<file path="config.mk">
export PLATFORM = sky130hd
export DESIGN_NAME = id_scoreboard_flat
export DESIGN_NICKNAME = d
export VERILOG_FILES = /design/src/rtl/id_scoreboard_if.sv /design/src/rtl/id_scoreboard.sv /design/src/flat_wrapper.sv
export SDC_FILE = /design/constraint.sdc
export NUM_CORES = 1
export LEC_CHECK = 0
export ABC_AREA = 1
export CAP_MARGIN = 20
export CORE_MARGIN = 2
export CORE_UTILIZATION = 30
export CTS_BUF_LIST = sky130_fd_sc_hd__clkbuf_4 sky130_fd_sc_hd__clkbuf_8
export DETAILED_ROUTE_END_ITERATION = 8
export PLACE_DENSITY = 0.55
export SYNTH_ARGS = -nofsm -noshare
export SYNTH_HDL_FRONTEND = slang
export SYNTH_SLANG_ARGS = --single-unit
</file>
<file path="constraint.sdc">
create_clock -name clk -period 6.5 [get_ports clk]
set_input_delay 0.65 -clock clk [delete_from_list [all_inputs] [get_ports clk]]
set_output_delay 0.65 -clock clk [all_outputs]
set_load 0.03 [all_outputs]
</file>
<file path="src/rtl/id_scoreboard_if.sv">
// id_scoreboard_if: decode/execute/writeback signals of the register scoreboard
interface id_scoreboard_if #(parameter int STALL_CNT_W = 16);
  logic                   id_valid_i;
  logic [4:0]             id_rs1_i;
  logic [4:0]             id_rs2_i;
  logic                   id_use_rs1_i;
  logic                   id_use_rs2_i;
  logic [4:0]             id_rd_i;
  logic                   id_wr_i;
  logic                   ex_ready_i;
  logic                   flush_i;
  logic                   wb_valid_i;
  logic [4:0]             wb_rd_i;
  logic                   issue_o;
  logic                   stall_o;
  logic [31:0]            pending_o;
  logic [STALL_CNT_W-1:0] stall_cnt_o;
  logic                   err_o;
  modport master (
    output id_valid_i, id_rs1_i, id_rs2_i, id_use_rs1_i, id_use_rs2_i, id_rd_i, id_wr_i,
           ex_ready_i, flush_i, wb_valid_i, wb_rd_i,
    input  issue_o, stall_o, pending_o, stall_cnt_o, err_o
  );
  modport slave (
    input  id_valid_i, id_rs1_i, id_rs2_i, id_use_rs1_i, id_use_rs2_i, id_rd_i, id_wr_i,
           ex_ready_i, flush_i, wb_valid_i, wb_rd_i,
    output issue_o, stall_o, pending_o, stall_cnt_o, err_o
  );
endinterface

</file>
<file path="src/rtl/id_scoreboard.sv">
// id_scoreboard: per-register in-flight write counters gating decode issue
module id_scoreboard #(
  parameter int STALL_CNT_W = 16
) (
  input logic           clk,
  input logic           rst,
  id_scoreboard_if.slave sb
);
  logic [1:0]             cnt [32];
  logic                   hazard;
  logic                   inc;
  logic                   dec;
  logic                   bad;
  logic                   err;
  logic [31:0]            pending;
  logic [STALL_CNT_W-1:0] stall_cnt;
  // cnt[0] is held at zero, so x0 sources never hazard and x0 writebacks never decrement
  assign hazard = (sb.id_use_rs1_i && cnt[sb.id_rs1_i] != 2'd0) ||
                  (sb.id_use_rs2_i && cnt[sb.id_rs2_i] != 2'd0) ||
                  (sb.id_wr_i && cnt[sb.id_rd_i] == 2'd3);
  assign sb.issue_o = sb.id_valid_i && !sb.flush_i && !hazard && sb.ex_ready_i;
  assign sb.stall_o = sb.id_valid_i && !sb.flush_i && (hazard || !sb.ex_ready_i);
  assign inc = sb.issue_o && sb.id_wr_i && sb.id_rd_i != 5'd0;
  assign dec = sb.wb_valid_i && cnt[sb.wb_rd_i] != 2'd0;
  assign bad = sb.wb_valid_i && sb.wb_rd_i != 5'd0 && cnt[sb.wb_rd_i] == 2'd0;
  always_comb begin
    pending[0] = 1'b0;
    for (int i = 1; i < 32; i++) pending[i] = cnt[i] != 2'd0;
  end
  always_ff @(posedge clk) begin
    for (int i = 0; i < 32; i++)
      cnt[i] <= (rst || i == 0) ? 2'd0 :
                cnt[i] + {1'b0, inc && sb.id_rd_i == 5'(i)} - {1'b0, dec && sb.wb_rd_i == 5'(i)};
    err <= !rst && (err || bad);
    stall_cnt <= rst ? '0 : stall_cnt + {{(STALL_CNT_W-1){1'b0}}, sb.stall_o && !(&stall_cnt)};
  end
  assign sb.pending_o   = pending;
  assign sb.err_o       = err;
  assign sb.stall_cnt_o = stall_cnt;
endmodule

</file>
<file path="src/flat_wrapper.sv">
// flat-port wrapper written by rule: the top's interface ports become plain ports
module id_scoreboard_flat 
#(
  parameter int STALL_CNT_W = 16
)
  (clk, rst, sb_id_valid_i, sb_id_rs1_i, sb_id_rs2_i, sb_id_use_rs1_i, sb_id_use_rs2_i, sb_id_rd_i, sb_id_wr_i, sb_ex_ready_i, sb_flush_i, sb_wb_valid_i, sb_wb_rd_i, sb_issue_o, sb_stall_o, sb_pending_o, sb_stall_cnt_o, sb_err_o);
  id_scoreboard_if #(.STALL_CNT_W(STALL_CNT_W)) sb_i ();
  input logic clk;
  input logic rst;
  input wire logic [$bits(sb_i.id_valid_i)-1:0] sb_id_valid_i;
  input wire logic [$bits(sb_i.id_rs1_i)-1:0] sb_id_rs1_i;
  input wire logic [$bits(sb_i.id_rs2_i)-1:0] sb_id_rs2_i;
  input wire logic [$bits(sb_i.id_use_rs1_i)-1:0] sb_id_use_rs1_i;
  input wire logic [$bits(sb_i.id_use_rs2_i)-1:0] sb_id_use_rs2_i;
  input wire logic [$bits(sb_i.id_rd_i)-1:0] sb_id_rd_i;
  input wire logic [$bits(sb_i.id_wr_i)-1:0] sb_id_wr_i;
  input wire logic [$bits(sb_i.ex_ready_i)-1:0] sb_ex_ready_i;
  input wire logic [$bits(sb_i.flush_i)-1:0] sb_flush_i;
  input wire logic [$bits(sb_i.wb_valid_i)-1:0] sb_wb_valid_i;
  input wire logic [$bits(sb_i.wb_rd_i)-1:0] sb_wb_rd_i;
  output wire logic [$bits(sb_i.issue_o)-1:0] sb_issue_o;
  output wire logic [$bits(sb_i.stall_o)-1:0] sb_stall_o;
  output wire logic [$bits(sb_i.pending_o)-1:0] sb_pending_o;
  output wire logic [$bits(sb_i.stall_cnt_o)-1:0] sb_stall_cnt_o;
  output wire logic [$bits(sb_i.err_o)-1:0] sb_err_o;
  assign sb_i.id_valid_i = sb_id_valid_i;
  assign sb_i.id_rs1_i = sb_id_rs1_i;
  assign sb_i.id_rs2_i = sb_id_rs2_i;
  assign sb_i.id_use_rs1_i = sb_id_use_rs1_i;
  assign sb_i.id_use_rs2_i = sb_id_use_rs2_i;
  assign sb_i.id_rd_i = sb_id_rd_i;
  assign sb_i.id_wr_i = sb_id_wr_i;
  assign sb_i.ex_ready_i = sb_ex_ready_i;
  assign sb_i.flush_i = sb_flush_i;
  assign sb_i.wb_valid_i = sb_wb_valid_i;
  assign sb_i.wb_rd_i = sb_wb_rd_i;
  assign sb_issue_o = sb_i.issue_o;
  assign sb_stall_o = sb_i.stall_o;
  assign sb_pending_o = sb_i.pending_o;
  assign sb_stall_cnt_o = sb_i.stall_cnt_o;
  assign sb_err_o = sb_i.err_o;
  id_scoreboard #(.STALL_CNT_W(STALL_CNT_W)) u_core (.clk(clk), .rst(rst), .sb(sb_i));
endmodule
</file>
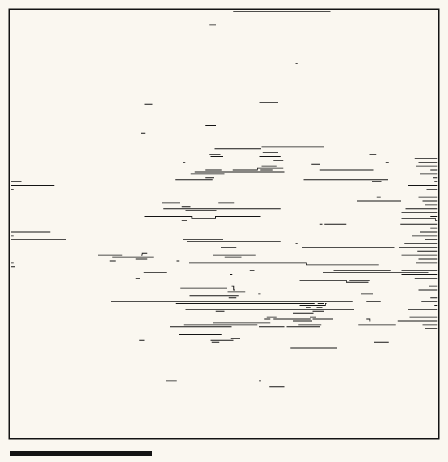
Fig. 1. The metal 3 layer (run 1).
The bar under the picture is 50 um long.
nets with wire on the layer	118
longest straight run	84.6 um
share of all routed wire	7.1%
wire length on this layer	1,500 um
main direction	horizontal
final WL: 21,200 um
met3 usage: 3.30%
Via Count: 6,506

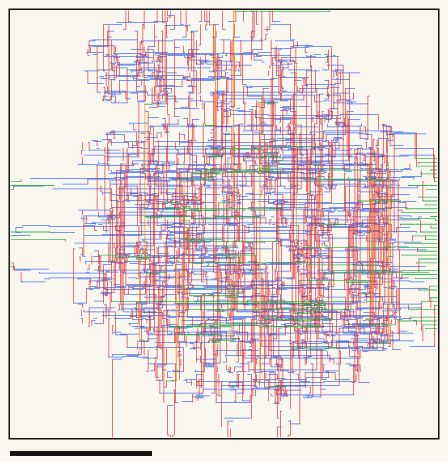
Fig. 2. Wiring by layer (run 1).
The bar under the picture is 50 um long.
layer	colour	wire length
met1	blue	9,410 um
met4	orange	704 um
met2	red	9,560 um
met3	green	1,500 um
Overall Global Routing Usage: 19.3%
wire per inst: 15.8 um

==> deck_impl_summary.md, run 1 <==
Flow Results at a Glance

Pwr
  • Gate power share: 13.2%
  • Sequential share of power: between 40% and 50%
  • P_sw: 0.314 mW
  • Pwr per Cell Area: 150 mW/mm^2
  • Clk pwr share: 44.1%
  • Static leakage: 3.80 nW
  • Worst-case vdd ir drop: 0.0796 mV
  • Tot Pwr: roughly 1.1 mW
  • P_int: about 0.83 mW

Final layout
  • Final Util: 36.4%
  • Diodes inserted: 0
  • Flop area: 0.00158 sq mm
  • Layout cells sized above 1: 5.62%
  • Area Growth Syn to Fin: 19.0%
  • Multi-input gate area: roughly 0.0040 sq mm
  • Final non-filler cell area: 0.00765 sq mm

Yosys
  • Syn avg cell area: 6.43 sq um
  • Flops & latches, synth: ~80
  • Synth area leader: dfxtp_1
  • Mapped Cells: 1,000
  • Yosys simple share: 33.6%
  • XOR/XNOR Area Share: under 10%
  • Synth mux share: 0%
  • Syn Nets: roughly 1,100
  • Top logic family: simple AND/OR/NAND/NOR gates
  • Top cell area share: about 25%
  • Adder-Cell Fraction of Synth Area: around an eighth
  • Yosys chip area: 0.00643 sq mm
  • Cell Type Count: 38
  • Synth Seq Share: 24.6%
  • Ao+oa area frac: 11.7%
  • Synth warn: 0

Place
  • DP Wirelength: 16,500 um
  • Gp weighted congestion: between 0.9 and 1
  • PortBufs: a little under 80
  • Placed inst area: 0.00738 sq mm

Route
  • DRT Pass-1 Iters: 5
  • Antenna-violating nets left: 0
  • Residual DRC: 0
  • Via density: 4.84
  • DR iter-0 viols: 564

Clocking
  • H-tree depth: 3
  • TritonCTS Buffers: 9
  • Clk root buf: clkbuf_8
  • Clock Sinks: 79
  • Post-CTS sizing: 0
  • Post-CTS Setup Inserts: 0
  • Clock tree buffer depth: 2
  • Clock transition at path regs: 0.07 ns

Job
  • Count of tool warnings: 26
  • Max_cap viols: 0

GRT
  • Largest net degree at the start of global routing: 44
  • Initial antenna violation count: 0
  • Vias in the first global route: 6,046
  • Congestion Overflow GR: 0
  • Global-route wire length before repair: around 33,000 um

Die
  • Chip width: between 150 and 200 um
  • IO Pins: 80
  • Initial Util: between 30% and 40%
  • Vert. Die Dim: 150 um
  • CORE AREA: 0.0210 sq mm

Worst setup path
  • Worst Setup Path Type: input port to output port
  • Startpoint types: input port
  • RR Endpoint: u_core.cnt[17][1]
  • Critical path arrival: 4.48 ns
  • FF-to-FF Start: u_core.cnt[7][1]
  • Setup slack, reg-to-reg: 3.10 ns
  • Critical Path End Type: output port
  • Worst setup startpoint: sb_id_rd_i[1]

STA
  • Slew Limit Fails: 0
  • Final Cycle Share: 78.9%
  • Skew final: between 0.01 and 0.015 ns
  • RSZ-0062 raised after global routing: no
  • Fin. Hold Viols: 0
  • Tmin final: around 5 ns

Outcome
  • Outcome: complete, no violations

Hold path
  • Hold Path Origin: u_core.cnt[20][1]
  • Worst hold-check path type: register to register
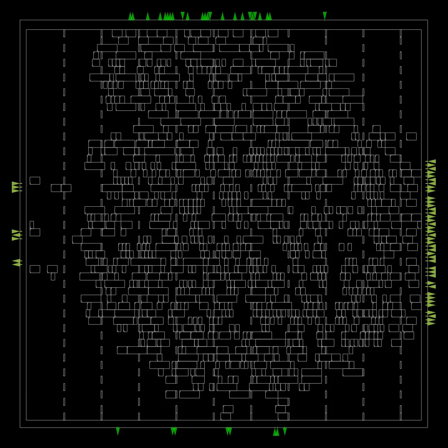
Fig. 3. Cell outlines without signal wires (run 1).
site row count: 53
FF+latch count: 79
sequential share of cell area: 20.7%
fillers: 2,301
fin cells: 1,343

run 1: layout make-up:
type	instances	share of cell area (%)
inverter	171	8.40
tap	275	4.50
sequential	79	20.7
clock inverter	6	1.83
clock buffer	10	1.72
timing repair buffer	81	10.4
multi-input combinational	721	52.5
run 1: placed cells by master, fill, tap and decap left out, types with 2 or more instances in the layout:
master,count
o22ai_1,6
o21ai_1,10
nor2_2,7
ha_1,64
nor3_1,8
nand2_4,2
dfxtp_1,79
inv_2,3
xor2_1,33
nor2_4,22
bufinv_16,4
nor4_1,4
buf_4,3
o21ai_0,59
nand3_2,2
a21oi_1,60
o21a_1,4
nand4_1,10
nand2_1,227
a31oi_1,2
nor2_1,133
clkdlybuf4s50_1,77
nand3_1,57
clkbuf_8,9
inv_1,167
run 1: per-layer routing:
layer  global-route usage (%)  vias to the layer above  wire length, um
met5                        0                        -                0
met4                     9.06                        0              704
met3                     3.30                       36             1500
met2                     31.1                      235             9560
met1                     24.9                     2967             9410
li1                         -                     3268                -
run 1: state kept, by name (all words and copies together), names as in the netlist:
| name | cells |
|---|---|
| u_core.cnt | 62 |
| u_core.sb.stall_cnt_o | 16 |
| u_core.sb.err_o | 1 |
run 1: logic make-up (layout without fill, tap and decap cells):
kind of cell,count (synthesis),in the layout
other,1,1
AND/OR/NAND/NOR,478,478
AND-OR/OR-AND,144,144
flip-flops,79,79
XOR/XNOR,34,34
adder cells (fa/ha/maj),64,64
buffers and inverters,200,268
run 1: how the worst min path moves through the flow:
stage | end | slack (ns) | cells past startpoint
3_3_place_gp | u_core.cnt[14][1] | 0.43 | 1
4_1_cts | u_core.cnt[20][1] | 0.46 | 1
6_report | u_core.cnt[20][1] | 0.45 | 1
5_1_grt | u_core.cnt[14][1] | 0.49 | 1
2_1_floorplan | u_core.cnt[12][1] | 0.42 | 1
3_5_place_dp | u_core.cnt[16][1] | 0.44 | 1
run 1: cells in the mapped netlist, drive strengths merged:
cell,instances
nand2,230
inv,170
buf,14
o22ai,6
o221ai,1
o21ai,69
nor2,163
conb,1
nand3b,1
clkbuf,15
nor4,4
nor3,8
clkinv,1
a21oi,60
a31oi,2
dfxtp,79
xor2,33
a221oi,1
nand4,10
or2,1
nand3,60
a211oi,1
o21a,4
ha,64
xnor2,1
and3,1
run 1: power groups by stage:
stage	Clock [mW]	Sequential, mW	Combinational [mW]
after CTS	0.521	0.490	0.151
after global placement	0	0.501	0.151
after global routing	0.540	0.490	0.166
after floorplan	0	0.503	0.0918
final	0.507	0.490	0.152
after detailed placement	0	0.501	0.151
run 1: critical path, stage by stage:
cell	delay, ns
clkdlybuf4s50_1	1.08
inv_1	0.54
nor2_2	0.62
nand2_1	0.11
nand3_1	0.11
nand2_1	0.05
nand2_1	0.09
o21ai_1	0.07
nand2_1	0.12
nand3_2	0.09
nand2_4	0.10
nor2_8	0.05
nor2_1	0.10
clkdlybuf4s50_1	0.68
Fig. 4: run 1, cells by drive strength
The bar under the picture is 50 um long.
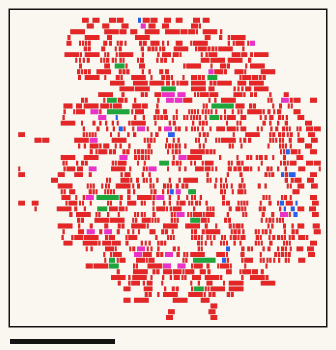

--- run 2 (diff from run 1) ---
Settings changed: PLACE_DENSITY 0.55 to 0.57.
Clock period 6.5 ns to 4.5 ns, I/O delays scaled along.
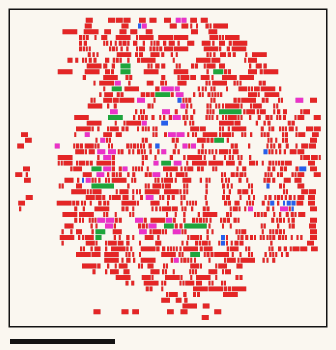
Fig. 5. Cells by drive strength (run 2).
The bar under the picture is 50 um long.
size	colour	cells	share
drive 3 to 4	magenta	44	4.1%
drive 2	blue	15	1.4%
drive 1 or less	red	1,006	93%
drive 6 and up	green	16	1.5%
fin worst setup slack: 0.694 ns
Area Growth Syn to Fin: 20.3%
final non-filler cell area: 0.00774 sq mm
Buffers, non-clock: 94

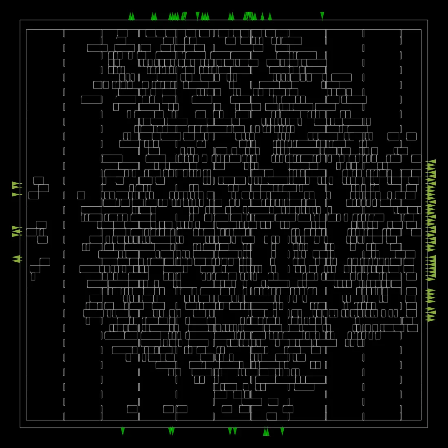
Fig. 6. Cell outlines without signal wires (run 2).
CORE AREA: 0.0210 sq mm
# Taps: 275
fillers: 2,261
Final Util: 36.8%
sequential share of cell area: 20.4%

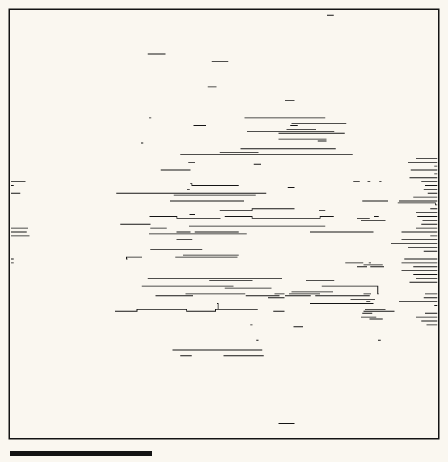
Fig. 7. The metal 3 layer (run 2).
The bar under the picture is 50 um long.
Via Count: 6,414
met3 usage: 3.06%

==> run 2 against run 1 <==
Critical path depth is 9 higher. Clock power up 36%. Synthesized cell count unchanged. Wire length fell by 1.5%. Clock skew rose by 0.0050 ns. Global-route usage is 0.38 points lower. Non-clock buffer count is 13 higher. Clock-buffer cell count stayed put. Core utilization up 0.42 points. Sequential power grew 44%. Critical endpoint is now u_core.sb.stall_cnt_o[13]. Largest power group is now registers.
==> deck_impl_summary.md, run 2 <==
Flow Results at a Glance

Yosys
  • Top cell area share: 24.6%
  • Synth Seq Share: 24.6%
  • Cell Type Count: 38
  • Mapped Cells: roughly 1,000
  • Syn avg cell area: about 6.4 sq um
  • Number of enable flip-flop cells: 0
  • Yosys cell count: around 1,000
  • Most frequent cells after synthesis: nand2_1, inv_1, nor2_1, dfxtp_1, ha_1
  • Synth Flop Type: dfxtp_1
  • Synth area leader: dfxtp_1
  • Yosys chip area: 0.00643 sq mm
  • Flops & latches, synth: 79
  • Syn Nets: 1,093
  • Async set-or-reset flop fraction in the synthesized netlist: 0%
  • Top-count cell post-synth: nand2_1
  • Top post-synthesis cells by area: dfxtp_1, nand2_1, ha_1, inv_1, nor2_1
  • Synth warn: 0

GRT
  • Initial antenna violation count: 0
  • Congestion Overflow GR: 0
  • Largest net degree at the start of global routing: roughly 44
  • Global-route wire length before repair: ~32,000 um
  • Vias in the first global route: roughly 6,000
  • Overall Global Routing Usage: between 10% and 20%

Place
  • DP Wirelength: 16,400 um
  • Gp weighted congestion: 0.934
  • PortBufs: 78
  • Placed inst area: 0.00749 sq mm

Die
  • Chip width: 150 um
  • Site row count: 53
  • Initial Util: 30.6%
  • IO Pins: 80
  • Vert. Die Dim: between 150 and 200 um

Clocking
  • Clock transition at path regs: 0.09 ns
  • TritonCTS Buffers: 9
  • Clk ins delay skew pair: 0.39 ns
  • Post-CTS Setup Inserts: 0
  • CTS tree: yes
  • Clk root buf: clkbuf_8
  • Post-CTS sizing: 0
  • Clock tree buffer depth: 2
  • Clock Sinks: slightly below 80
  • H-tree depth: 3

Outcome
  • Outcome: complete, no violations

Worst setup path
  • FF-to-FF Start: u_core.cnt[6][1]
  • RR Endpoint: u_core.sb.stall_cnt_o[13]
  • Crit-path max FO: 11
  • Setup slack, reg-to-reg: ~1.3 ns
  • Startpoint types: input port
  • Critical path arrival: 4.09 ns
  • Critical Path End Type: register
  • Worst Setup Path Type: input port to register

STA
  • Tmin final: about 3.8 ns
  • Skew final: 0.0194 ns
  • Fin. Hold Viols: 0
  • Fin Hold WS: 0.455 ns
  • Worst Tran Pin Value: 0.655 ns
  • Slew Limit Fails: 0
  • Final Cycle Share: 84.6%
  • Setup TNS Final: 0 ns
  • Setup-failing EPs final: 0
  • Max Fclk: 263 MHz
  • RSZ-0062 raised after global routing: no

Pwr
  • Tot Pwr: 1.62 mW
  • Pwr per Cell Area: 210 mW/mm^2
  • Static leakage: 3.87 nW
  • Worst-case vdd ir drop: 0.135 mV

Route
  • Wire per inst: 15.4 um
  • DRT Pass-1 Iters: 5
  • Final WL: 20,900 um
  • Via density: 4.73
  • Residual DRC: 0
  • DR iter-0 viols: 499
  • Antenna-violating nets left: 0

Hold path
  • Worst hold-check path type: register to register
  • Hold path depth: 1
  • Hold Path Origin: u_core.cnt[14][1]
  • WHS Endpoint: u_core.cnt[14][1]

Job
  • Count of tool warnings: 26
  • Max_cap viols: 0

Final layout
  • Most numerous logic cell after layout: nand2_1
  • Register with the most flip-flops: u_core.cnt
  • Diodes inserted: 0
  • Nets: 1,169
  • Layout cells sized above 1: 6.94%
  • Top cells excl fill/tap: nand2_1, inv_1, nor2_1
  • Number of flip-flops in the largest register: 62
run 2: per-stage QoR:
stage          setup WS, ns  instances
4_1_cts               0.695       1356
2_1_floorplan          1.45       1000
5_1_grt               0.291       1356
3_3_place_gp          0.331       1340
3_5_place_dp          0.288       1340
6_report              0.694       1356
run 2: worst max-delay path, cell delays in order:
cell             delay [ns]
clkdlybuf4s50_1        0.67
buf_4                  0.32
nor2_4                 0.31
nand2_1                0.11
nand3_1                0.08
nand2_1                0.05
nand2_1                0.06
o21ai_1                0.08
nand2_1                0.10
nand3_2                0.08
nand2_4                0.10
nor2_8                 0.06
nor3_1                 0.14
ha_1                   0.20
nand3_1                0.12
nor2_1                 0.14
and3_1                 0.18
nand2_1                0.08
nor2_1                 0.21
nand4_1                0.17
nor2_1                 0.16
a21oi_1                0.08
o21a_1                 0.13
run 2: how the worst max path moves through the flow:
stage / slack (ns) / to / start / depth (start not counted)
floorplan: 1.45 / u_core.sb.stall_cnt_o[13] / sb_id_rd_i[0] / 23
global placement: 0.33 / u_core.sb.stall_cnt_o[13] / sb_id_rd_i[1] / 23
detailed placement: 0.29 / u_core.sb.stall_cnt_o[13] / sb_id_rd_i[1] / 23
CTS: 0.70 / u_core.sb.stall_cnt_o[13] / sb_id_rd_i[1] / 23
global route: 0.29 / u_core.sb.stall_cnt_o[13] / sb_id_rd_i[1] / 23
finish: 0.69 / u_core.sb.stall_cnt_o[13] / sb_id_rd_i[1] / 23
run 2: final cells by class:
cell class / count / area (sq um) / area share [%]
clock buffer: 10 / 138 / 1.78
sequential: 79 / 1580 / 20.4
tap: 275 / 344 / 4.44
multi-input combinational: 721 / 4020 / 51.9
clock inverter: 6 / 116 / 1.50
inverter: 171 / 643 / 8.31
timing repair buffer: 94 / 903 / 11.7
run 2: cells by family after synthesis:
| logic type | after synthesis | synth area share [%] |
|---|---|---|
| flip-flops | 79 | 24.6 |
| XOR/XNOR | 34 | 4.63 |
| buffers and inverters | 200 | 13.0 |
| other | 1 | 0.0583 |
| AND-OR/OR-AND | 144 | 11.7 |
| adder cells (fa/ha/maj) | 64 | 12.4 |
| AND/OR/NAND/NOR | 478 | 33.6 |
run 2: where the power goes:
part / switching [mW] / internal [mW]
combinational: 0.154 / 0.0727
sequential: 0.00403 / 0.703
clock: 0.302 / 0.388
total: 0.460 / 1.16
run 2: per-layer routing:
metal	GRT usage, %	up-vias	share of wire, %
met5	0	-	0
met4	6.46	0	2.0
li1	-	3293	-
met1	25.7	2876	47
met3	3.06	30	7.2
met2	30.3	215	44
Fig. 8: run 2, wiring by layer
The bar under the picture is 50 um long.
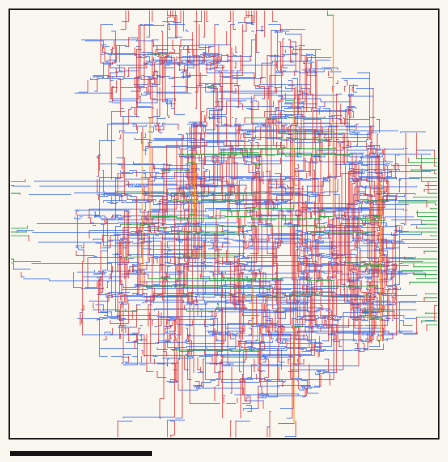

--- run 3 (diff from run 2) ---
Settings changed: PLACE_DENSITY 0.57 to 0.55.
Clock period 4.5 ns to 3.7 ns, I/O delays scaled along.
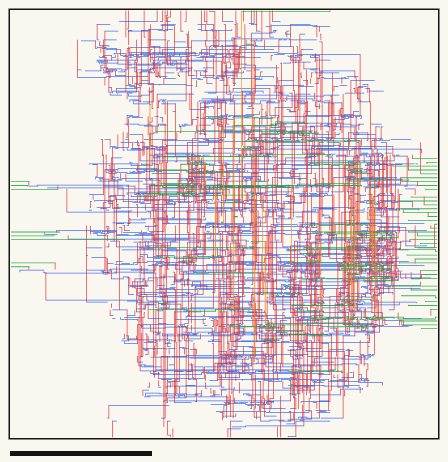
Fig. 9. Wiring by layer (run 3).
The bar under the picture is 50 um long.
layer	colour	wire length
met4	orange	634 um
met1	blue	9,730 um
met2	red	9,410 um
met3	green	1,770 um
wire per inst: 15.7 um
Overall Global Routing Usage: 19.4%

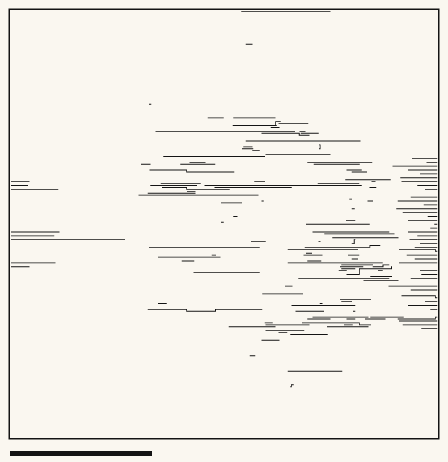
Fig. 10. The metal 3 layer (run 3).
The bar under the picture is 50 um long.
share of all routed wire	8.2%
wire length on this layer	1,770 um
main direction	horizontal
Via Count: 6,546
final WL: 21,500 um
met3 usage: 4.15%

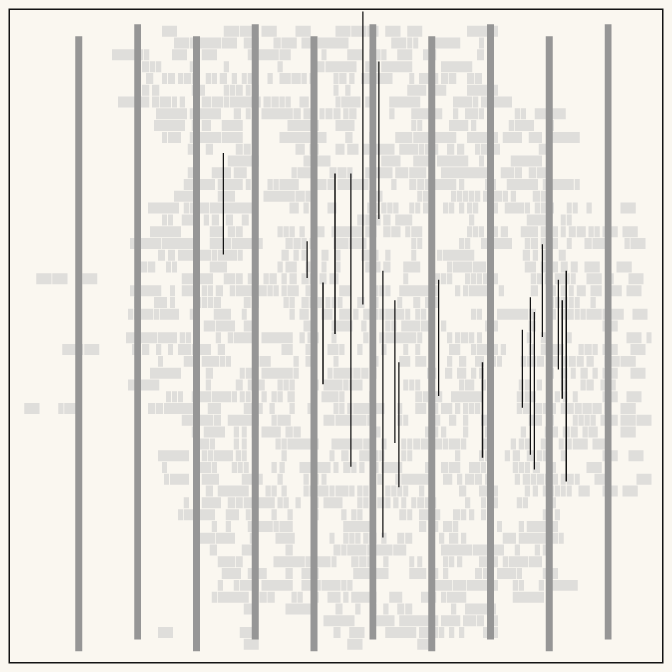
Fig. 11. Met4 routing (run 3).
Supply wires on this layer in grey. Cells faint in the background.
wire length on this layer	634 um
main direction	vertical
share of all routed wire	2.9%
longest straight run	67.3 um
nets with wire on the layer	18

==> run 3 against run 2 <==
Sequential power is 22% higher. Global-route usage rose by 0.53 points. Die area stayed put. Wire length increased by 3.3%. Non-clock buffer count grew 19.
==> deck_impl_summary.md, run 3 <==
Flow Results at a Glance

Outcome
  • Outcome: complete, no violations

GRT
  • Congestion Overflow GR: 0
  • Largest net degree at the start of global routing: roughly 43

Final layout
  • Most numerous logic cell after layout: nand2_1
  • Nets: 1,188
  • Layout cells sized above 1: 8.55%
  • Number of flip-flops in the largest register: 62
  • Register with the most flip-flops: u_core.cnt
  • Area Growth Syn to Fin: 23.0%

Yosys
  • Synth warn: 0
  • Syn Nets: 1,093
  • Most frequent cells after synthesis: nand2_1, inv_1, nor2_1, dfxtp_1, ha_1
  • Flops & latches, synth: between 70 and 80
  • Syn avg cell area: 6.43 sq um
  • Async set-or-reset flop fraction in the synthesized netlist: 0%
  • Yosys chip area: 0.00643 sq mm
  • Synth area leader: dfxtp_1

STA
  • Final Cycle Share: 89.9%
  • Worst Tran Pin Value: 0.743 ns
  • Slew Limit Fails: 0
  • Fin. Hold Viols: 0
  • Tmin final: 3.33 ns
  • Setup-failing EPs final: 0
  • RSZ-0062 raised after global routing: no

Worst setup path
  • RR Endpoint: u_core.sb.stall_cnt_o[13]
  • Worst Setup Path Type: input port to register
  • Critical path arrival: 3.60 ns
  • Setup slack, reg-to-reg: 0.64 ns
  • Startpoint types: input port

Clocking
  • Clock tree buffer depth: 2
  • Clk root buf: clkbuf_8
  • H-tree depth: 3
  • Post-CTS Setup Inserts: 0

Place
  • DP Wirelength: 16,800 um
  • PortBufs: 78

Die
  • CORE AREA: about 0.021 sq mm
  • Vert. Die Dim: 150 um
  • Chip width: 150 um
  • Initial Util: 30.6%

Job
  • Max_cap viols: 0
  • Count of tool warnings: 26

Pwr
  • Pwr per Cell Area: 242 mW/mm^2

Route
  • DRT Pass-1 Iters: 6
  • Via density: 4.76
==> run 3: cell counts after synthesis <==
Identical to the previous run, type by type.
==> run 3: logic make-up after synthesis <==
family	Yosys count	synth area share, %
AND-OR/OR-AND	144	11.7
buffers and inverters	200	13.0
other	1	0.0583
AND/OR/NAND/NOR	478	33.6
XOR/XNOR	34	4.63
flip-flops	79	24.6
adder cells (fa/ha/maj)	64	12.4
==> run 3: how the worst max path moves through the flow <==
stage	startpoint	slack, ns	end	depth (start not counted)
2_1_floorplan	sb_id_rd_i[0]	0.73	u_core.sb.stall_cnt_o[13]	23
3_3_place_gp	sb_id_rs2_i[1]	0.07	u_core.sb.stall_cnt_o[13]	23
3_5_place_dp	sb_id_rs2_i[1]	0.05	u_core.sb.stall_cnt_o[13]	23
4_1_cts	sb_id_rs2_i[1]	0.44	u_core.sb.stall_cnt_o[13]	23
5_1_grt	sb_id_rs2_i[1]	0.06	u_core.sb.stall_cnt_o[13]	23
6_report	sb_id_rs2_i[1]	0.37	u_core.sb.stall_cnt_o[13]	23
==> run 3: final cells by class <==
class,count,area (sq um)
clock buffers,10,138
clock inverters,6,91.3
fillers,2272,13100
inverters,171,643
multi-input cells,721,4020
flip-flops and latches,79,1580
well taps,275,344
repair buffers,113,1100
==> run 3: critical path, cell delays in order <==
cell             delay (ns)
clkdlybuf4s50_1        0.53
inv_1                  0.10
nor2_2                 0.30
a21oi_1                0.12
nand3_1                0.08
nand2_1                0.10
nand2_1                0.08
nand2_1                0.05
nand2_1                0.05
nand3_1                0.16
nand2_4                0.15
nor2_8                 0.04
nor3_1                 0.13
ha_1                   0.19
nand3_1                0.11
nor2_1                 0.13
and3_1                 0.18
nand2_1                0.09
nor2_1                 0.13
nand4_1                0.14
nor2_1                 0.16
a21oi_1                0.08
o21a_1                 0.12
==> run 3: through the flow <==
step	area [sq um]	power (mW)	util [%]	worst slack, ns	instances
2_1_floorplan	6430	1.04	-	0.728	1000
3_3_place_gp	7680	1.18	36.5	0.0708	1359
3_5_place_dp	7680	1.17	36.5	0.0536	1359
4_1_cts	7910	1.94	37.6	0.440	1375
5_1_grt	7910	2.00	37.6	0.0621	1375
6_report	7910	1.92	37.6	0.373	1375
==> run 3: report_power, final <==
group | switching, mW | leakage (nW) | total (mW) | internal (mW)
logic | 0.195 | 3.22 | 0.299 | 0.104
clock network | 0.356 | 0.117 | 0.758 | 0.402
registers | 0.00526 | 0.637 | 0.860 | 0.855
total | 0.556 | 3.98 | 1.92 | 1.36
==> run 3: per-layer routing <==
layer / vias to the layer above / wire length, um / track usage (%)
li1: 3329 / - / -
met2: 247 / 9410 / 30.4
met5: - / 0 / 0
met4: 0 / 634 / 7.88
met3: 41 / 1770 / 4.15
met1: 2929 / 9730 / 25.9
Power is estimated from default activity; no workload was simulated.
